**src/rtl/riscv_pkg.sv**
```systemverilog
// Shared register-file write definitions for the write-back arbiter.
// Contents:
//   XLEN      register width
//   REG_AW    register address width
//   wb_req_t  write request {en, rd, data}; used both for the pipeline
//             write-back stream and for the MDU result buffer entries.
package riscv_pkg;

  localparam int unsigned XLEN   = 32;
  localparam int unsigned REG_AW = 5;

  typedef struct packed {
    logic              en;
    logic [REG_AW-1:0] rd;
    logic [XLEN-1:0]   data;
  } wb_req_t;

endpackage

```
**src/rtl/wb_result_fifo.sv**
```systemverilog
// MDU result buffer: DEPTH-entry FIFO with per-entry valid bits and a
// kill-by-rd port. Valid entries are kept compacted at the low indices,
// so the head is always entry 0 and never an invalidated result.
// Ports:
//   clk, rst      clock, synchronous active-high reset (clears all entries)
//   push_i        result to append when push_i.en=1 (rd=0 is discarded)
//   pop_i         remove the head this cycle
//   kill_en_i     invalidate every entry whose rd equals kill_rd_i
//   kill_rd_i     destination register being overwritten by the pipeline
//   head_o        oldest valid entry (en=0 when empty)
//   full_o        all DEPTH entries valid
//   has_valid_o   at least one valid entry
module wb_result_fifo
  import riscv_pkg::*;
#(
  parameter int unsigned DEPTH = 2
) (
  input  logic              clk,
  input  logic              rst,
  input  wb_req_t           push_i,
  input  logic              pop_i,
  input  logic              kill_en_i,
  input  logic [REG_AW-1:0] kill_rd_i,
  output wb_req_t           head_o,
  output logic              full_o,
  output logic              has_valid_o
);

  localparam int unsigned CNT_W = $clog2(DEPTH + 1);

  wb_req_t          ent_q [DEPTH];
  wb_req_t          ent_d [DEPTH];
  logic [CNT_W-1:0] fill;
  logic             store;

  // A result killed in the cycle it arrives is accepted but never stored.
  assign store = push_i.en && (push_i.rd != '0) &&
                 !(kill_en_i && (push_i.rd == kill_rd_i));

  // Keep surviving entries in order, packed from index 0, then append.
  always_comb begin
    for (int j = 0; j < DEPTH; j++) begin
      ent_d[j] = '0;
    end
    fill = '0;
    for (int i = 0; i < DEPTH; i++) begin
      if (ent_q[i].en && !(kill_en_i && (ent_q[i].rd == kill_rd_i)) &&
          !(pop_i && (i == 0))) begin
        for (int j = 0; j < DEPTH; j++) begin
          if (CNT_W'(j) == fill) ent_d[j] = ent_q[i];
        end
        fill = fill + CNT_W'(1);
      end
    end
    if (store) begin
      for (int j = 0; j < DEPTH; j++) begin
        if (CNT_W'(j) == fill) ent_d[j] = push_i;
      end
    end
  end

  always_ff @(posedge clk) begin
    if (rst) begin
      for (int i = 0; i < DEPTH; i++) ent_q[i] <= '0;
    end else begin
      for (int i = 0; i < DEPTH; i++) ent_q[i] <= ent_d[i];
    end
  end

  assign head_o      = ent_q[0];
  assign has_valid_o = ent_q[0].en;
  assign full_o      = ent_q[DEPTH-1].en;

endmodule

```
**src/rtl/wb_port_arbiter.sv**
```systemverilog
// Shares the single register-file write port between the pipeline
// write-back stream and buffered MDU results. Pipeline writes always win;
// buffered MDU results drain into free slots in FIFO order, and a pipeline
// write to the same rd kills older buffered results (write-after-write).
// Build option: define WB_ARB_STARVE_EN to add the starvation counter that
// raises pipe_stall; otherwise pipe_stall is tied low.
// Ports:
//   clk, rst                        clock, synchronous active-high reset
//   pipe_wb_en, pipe_rd, pipe_data  pipeline write-back (MEM/WB)
//   mdu_valid, mdu_rd, mdu_data     MDU result offer
//   mdu_ready                       buffer can accept an MDU result
//   rf_w_en, rf_w_addr, rf_w_data   register-file write port (combinational)
//   pipe_stall                      request for a one-slot pipeline bubble
module wb_port_arbiter
  import riscv_pkg::*;
#(
  parameter int unsigned DEPTH      = 2,
  parameter int unsigned STARVE_MAX = 8
) (
  input  logic              clk,
  input  logic              rst,
  input  logic              pipe_wb_en,
  input  logic [REG_AW-1:0] pipe_rd,
  input  logic [XLEN-1:0]   pipe_data,
  input  logic              mdu_valid,
  input  logic [REG_AW-1:0] mdu_rd,
  input  logic [XLEN-1:0]   mdu_data,
  output logic              mdu_ready,
  output logic              rf_w_en,
  output logic [REG_AW-1:0] rf_w_addr,
  output logic [XLEN-1:0]   rf_w_data,
  output logic              pipe_stall
);

  localparam int unsigned STARVE_W = 8;

  if ((DEPTH != 2 && DEPTH != 4) || STARVE_MAX < 1 || STARVE_MAX > 255) begin : g_bad_param
    $error("wb_port_arbiter: DEPTH must be 2 or 4, STARVE_MAX 1..255");
  end

  wb_req_t push_req;
  wb_req_t head;
  logic    busy;
  logic    full;
  logic    has_valid;
  logic    pop;

  // rd=0 writes are architecturally void, so such a slot is free.
  assign busy      = pipe_wb_en && (pipe_rd != '0);
  assign mdu_ready = !rst && !full;
  assign pop       = !rst && !busy && has_valid;
  assign push_req  = '{en: mdu_valid && mdu_ready, rd: mdu_rd, data: mdu_data};

  wb_result_fifo #(
    .DEPTH (DEPTH)
  ) u_fifo (
    .clk         (clk),
    .rst         (rst),
    .push_i      (push_req),
    .pop_i       (pop),
    .kill_en_i   (busy),
    .kill_rd_i   (pipe_rd),
    .head_o      (head),
    .full_o      (full),
    .has_valid_o (has_valid)
  );

  // Write-port mux: pipeline first, then the buffer head.
  always_comb begin
    rf_w_en   = 1'b0;
    rf_w_addr = '0;
    rf_w_data = '0;
    if (!rst) begin
      if (busy) begin
        rf_w_en   = 1'b1;
        rf_w_addr = pipe_rd;
        rf_w_data = pipe_data;
      end else if (head.en) begin
        rf_w_en   = 1'b1;
        rf_w_addr = head.rd;
        rf_w_data = head.data;
      end
    end
  end

`ifdef WB_ARB_STARVE_EN
  logic [STARVE_W-1:0] starve_q;
  logic [STARVE_W-1:0] starve_d;
  logic                stall_q;

  // Counts cycles a valid result waits without a free slot.
  always_comb begin
    starve_d = starve_q;
    if (pop || !has_valid) begin
      starve_d = '0;
    end else if (starve_q != STARVE_W'(STARVE_MAX)) begin
      starve_d = starve_q + STARVE_W'(1);
    end
  end

  always_ff @(posedge clk) begin
    if (rst) begin
      starve_q <= '0;
      stall_q  <= 1'b0;
    end else begin
      starve_q <= starve_d;
      stall_q  <= (starve_d == STARVE_W'(STARVE_MAX));
    end
  end

  // Masked during reset so a stale request never leaks into the reset cycle.
  assign pipe_stall = stall_q && !rst;
`else
  assign pipe_stall = 1'b0;
`endif

endmodule

```
**config.mk**
```make
export PLATFORM = sky130hd
export DESIGN_NAME = wb_port_arbiter
export DESIGN_NICKNAME = d
export VERILOG_FILES = /design/src/rtl/riscv_pkg.sv /design/src/rtl/wb_result_fifo.sv /design/src/rtl/wb_port_arbiter.sv
export SDC_FILE = /design/constraint.sdc
export NUM_CORES = 1
export LEC_CHECK = 0
export CORE_MARGIN = 3
export CORE_UTILIZATION = 50
export DETAILED_ROUTE_END_ITERATION = 8
export GPL_TIMING_DRIVEN = 0
export HOLD_SLACK_MARGIN = 0.03
export PLACE_DENSITY = 0.85
export RECOVER_POWER = 25
export SLEW_MARGIN = 20
export SYNTH_ARGS = -nofsm -noshare
export SYNTH_HDL_FRONTEND = slang
export SYNTH_SLANG_ARGS = --single-unit
```
**constraint.sdc**
```tcl
create_clock -name clk -period 5.25 [get_ports clk]
set_input_delay 1.05 -clock clk [delete_from_list [all_inputs] [get_ports clk]]
set_output_delay 1.05 -clock clk [all_outputs]
set_load 0.02 [all_outputs]
```
**Cells by drive strength**

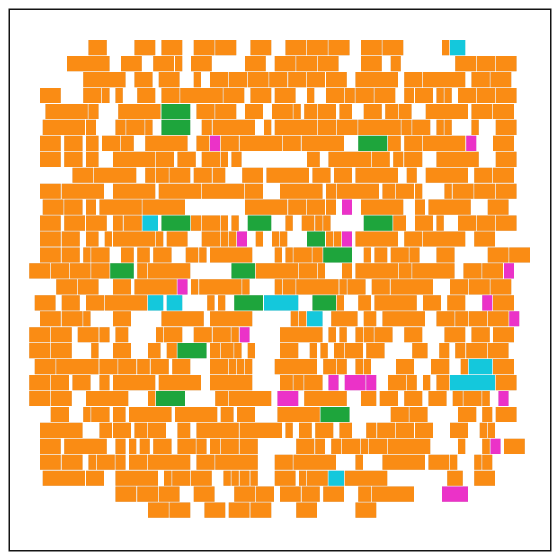
| size | color | cells |
|---|---|---|
| x1 and smaller | orange | 488 |
| x6 and larger | green | 15 |
| x3 and x4 | cyan | 9 |
| x2 | magenta | 17 |
setup slack after layout: 0.335 ns
Area growth, synth to finish: 37.2%
final design area excluding fillers: 5080 sq um

**M2 wires**

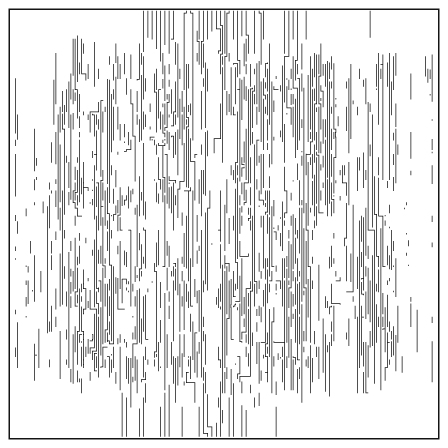
longest straight run: 34.7 um
wire length on this layer: 5570 um
main direction: vertical
drt total wl: 11800 um
DR vias: 3949

==> results.sh <==
# yosys + openroad results
export IMPL_critPathRequiredTime_ns=4.20
export IMPL_fp_util_pct=53.1
export IMPL_fin_crit_sh_pct=93.6
export IMPL_clkPwrFrac_pct=32.8
export IMPL_cp_start_kind="input pin"
export IMPL_num_fill_cells=546
export IMPL_finalHoldViolations=0
export IMPL_openroad_warnings=26
export IMPL_synth_cellmix_adderShare_pct=0.337
export IMPL_crit_path_max_incr_delay_ns=0.68
export IMPL_wl_per_cell_um=18.9
export IMPL_ys_async_sr_fraction_pct=0
export IMPL_r2r_cells=11
export IMPL_cts_clk_slew_worst_paths_ns=0.08
export IMPL_endpoint="rf_w_data[9]"
export IMPL_worstReg2RegEnd="u_fifo.ent_q[0][22]"
export IMPL_cap_violations=0
export IMPL_hold_ws_ns=0.487
export IMPL_hold_end="u_fifo.ent_q[0][43]"
export IMPL_synth_warnings=0
export IMPL_ios=118
export IMPL_ant_nets=0
export IMPL_edf_count=0
export IMPL_ys_sh_simple_pct=18.8
export IMPL_yosysCellCount=403
export IMPL_worstSetupPathType="input pin to output pin"
export IMPL_cts_htree_levels=3
export IMPL_status="completed"
export IMPL_synth_area_top_cells="dfxtp_1, a22o_1, a311oi_1, nand4_1, nor3_1"
export IMPL_rsz0062_at_grt="no"
export IMPL_pwr_share_seq_pct=48.8
export IMPL_final_layout_size_suffix_gt1_share_pct=7.75
export IMPL_grt_max_degree=14
export IMPL_final_cell_mix="clkdlybuf4s50_1, dfxtp_1, a22o_1"
export IMPL_dr_pass1_iters=5
export IMPL_relSlewSlack_pct=42.1
export IMPL_clock_fmax_mhz=203
export IMPL_ys_types=36
export IMPL_ys_sh_xor_pct=3.54
export IMPL_n_antenna_cell=0
export IMPL_largest_reg_flops=76
export IMPL_vias_per_cell=6.32
export IMPL_grtUsageTotal_pct=27.5
export IMPL_drc=0
export IMPL_p_per_area_nw_per_um2=246
export IMPL_regMostFlops="u_fifo.ent_q"
export IMPL_slowest_stage="dlygate4sd3_1"
export IMPL_fin_tns_setup_ns=0
export IMPL_ys_chip_area_sq_um=3710
export IMPL_io_buffer_count=110
export IMPL_synth_seq_share_pct=41.0
export IMPL_seq_area_sq_um=1520
export IMPL_place_hpwl_um=8150
export IMPL_gp_congestion=0.901
export IMPL_yosysTopAreaCell="dfxtp_1"
export IMPL_die_y_um=92.1
export IMPL_post_place_ws_ns=0.393
export IMPL_setup_viol=0
export IMPL_clock_latency_ns=0.35
export IMPL_finalNetCount=603
export IMPL_reg_top3="u_fifo.ent_q x76"
export IMPL_synthFlopType="dfxtp_1"
export IMPL_synthTopLogicFamily="AND-OR/OR-AND gates"
export IMPL_mappedNetlistNets=482
export IMPL_combPwrFrac_pct=18.4
export IMPL_leakagePower_nw=1.73
export IMPL_die_area_sq_um=8480
export IMPL_clkSinkCount=76
export IMPL_top_area_share_pct=41.0
export IMPL_synthCells=403
**Placement by cell class**

Scale bar: 20 um. Fill, decap, tap and diode cells in gray.
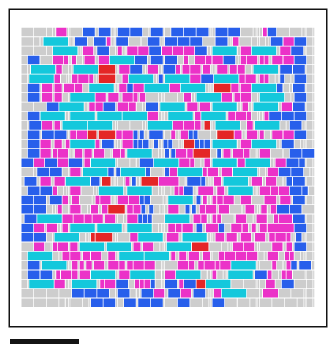
| class | color | cells | share of their area |
|---|---|---|---|
| registers | cyan | 76 | 31% |
| remaining logic cells | magenta | 276 | 39% |
| clock drivers and dummy loads | red | 16 | 3.6% |
| remaining buffers and delay cells | blue | 161 | 27% |
utilization after layout: 72.8%
Seq/total area: 29.9%
Placement Rows: 30
Core Area: 6980 sq um

**Gate families picked out**

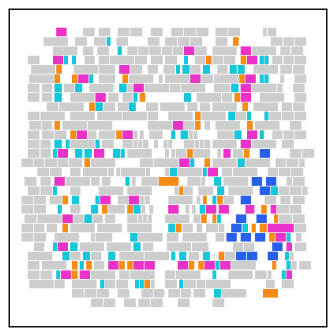
| family | color | cells | most used |
|---|---|---|---|
| nand cells | cyan | 82 | nand2_1 |
| xor and xnor cells | blue | 15 | xnor2_1 |
| aoi and oai cells | magenta | 45 | a311oi_1 |
| nor cells | orange | 49 | nor3_1 |
Final Non-Filler Cells: 625
logic share of the area: 37.5%
Commonest Layout Cell: clkdlybuf4s50_1

[per-layer routing]
| metal | global-route usage [%] | part of all wire, % |
|---|---|---|
| met2 | 43.3 | 47 |
| met5 | 0 | 0 |
| met1 | 38.0 | 42 |
| met3 | 5.74 | 9.2 |
| met4 | 7.67 | 1.2 |
[power by group through the flow]
stage / Combinational (mW) / Sequential, mW / Clock (mW)
floorplan: 0.116 / 0.618 / 0
global placement: 0.225 / 0.622 / 0
detailed placement: 0.229 / 0.622 / 0
CTS: 0.231 / 0.609 / 0.408
global route: 0.246 / 0.612 / 0.434
finish: 0.230 / 0.609 / 0.410
[layout make-up]
| cell class | instances | area share, % |
|---|---|---|
| timing repair buffer | 110 | 21.7 |
| clock buffer | 11 | 2.78 |
| multi-input combinational | 273 | 37.5 |
| clock inverter | 5 | 0.714 |
| sequential | 76 | 29.9 |
| tap | 96 | 2.36 |
| buffer | 51 | 4.90 |
| inverter | 3 | 0.221 |
[stage by stage]
stage          total power [mW]  instances
6_report                   1.25        625
5_1_grt                    1.29        625
4_1_cts                    1.25        625
3_5_place_dp              0.852        609
3_3_place_gp              0.847        609
2_1_floorplan             0.734        403
[cell usage after synthesis (2+ instances only)]
cell / number
buf_1: 5
xor2_1: 4
nor3_1: 40
nand2_1: 42
a22o_1: 72
a21oi_1: 3
nor2_1: 6
nand3_1: 2
nand4_1: 38
dfxtp_1: 76
clkbuf_1: 21
xnor2_1: 11
buf_4: 4
buf_2: 15
a311oi_1: 37
buf_6: 6
inv_1: 2
[critical path: cells and delay by family]
| family | cells | cell delay (ns) |
|---|---|---|
| AND-OR/OR-AND | 2 | 0.39 |
| AND/OR/NAND/NOR | 1 | 0.68 |
| buffers and inverters | 3 | 1.74 |
Power and IR drop assume default switching activity.
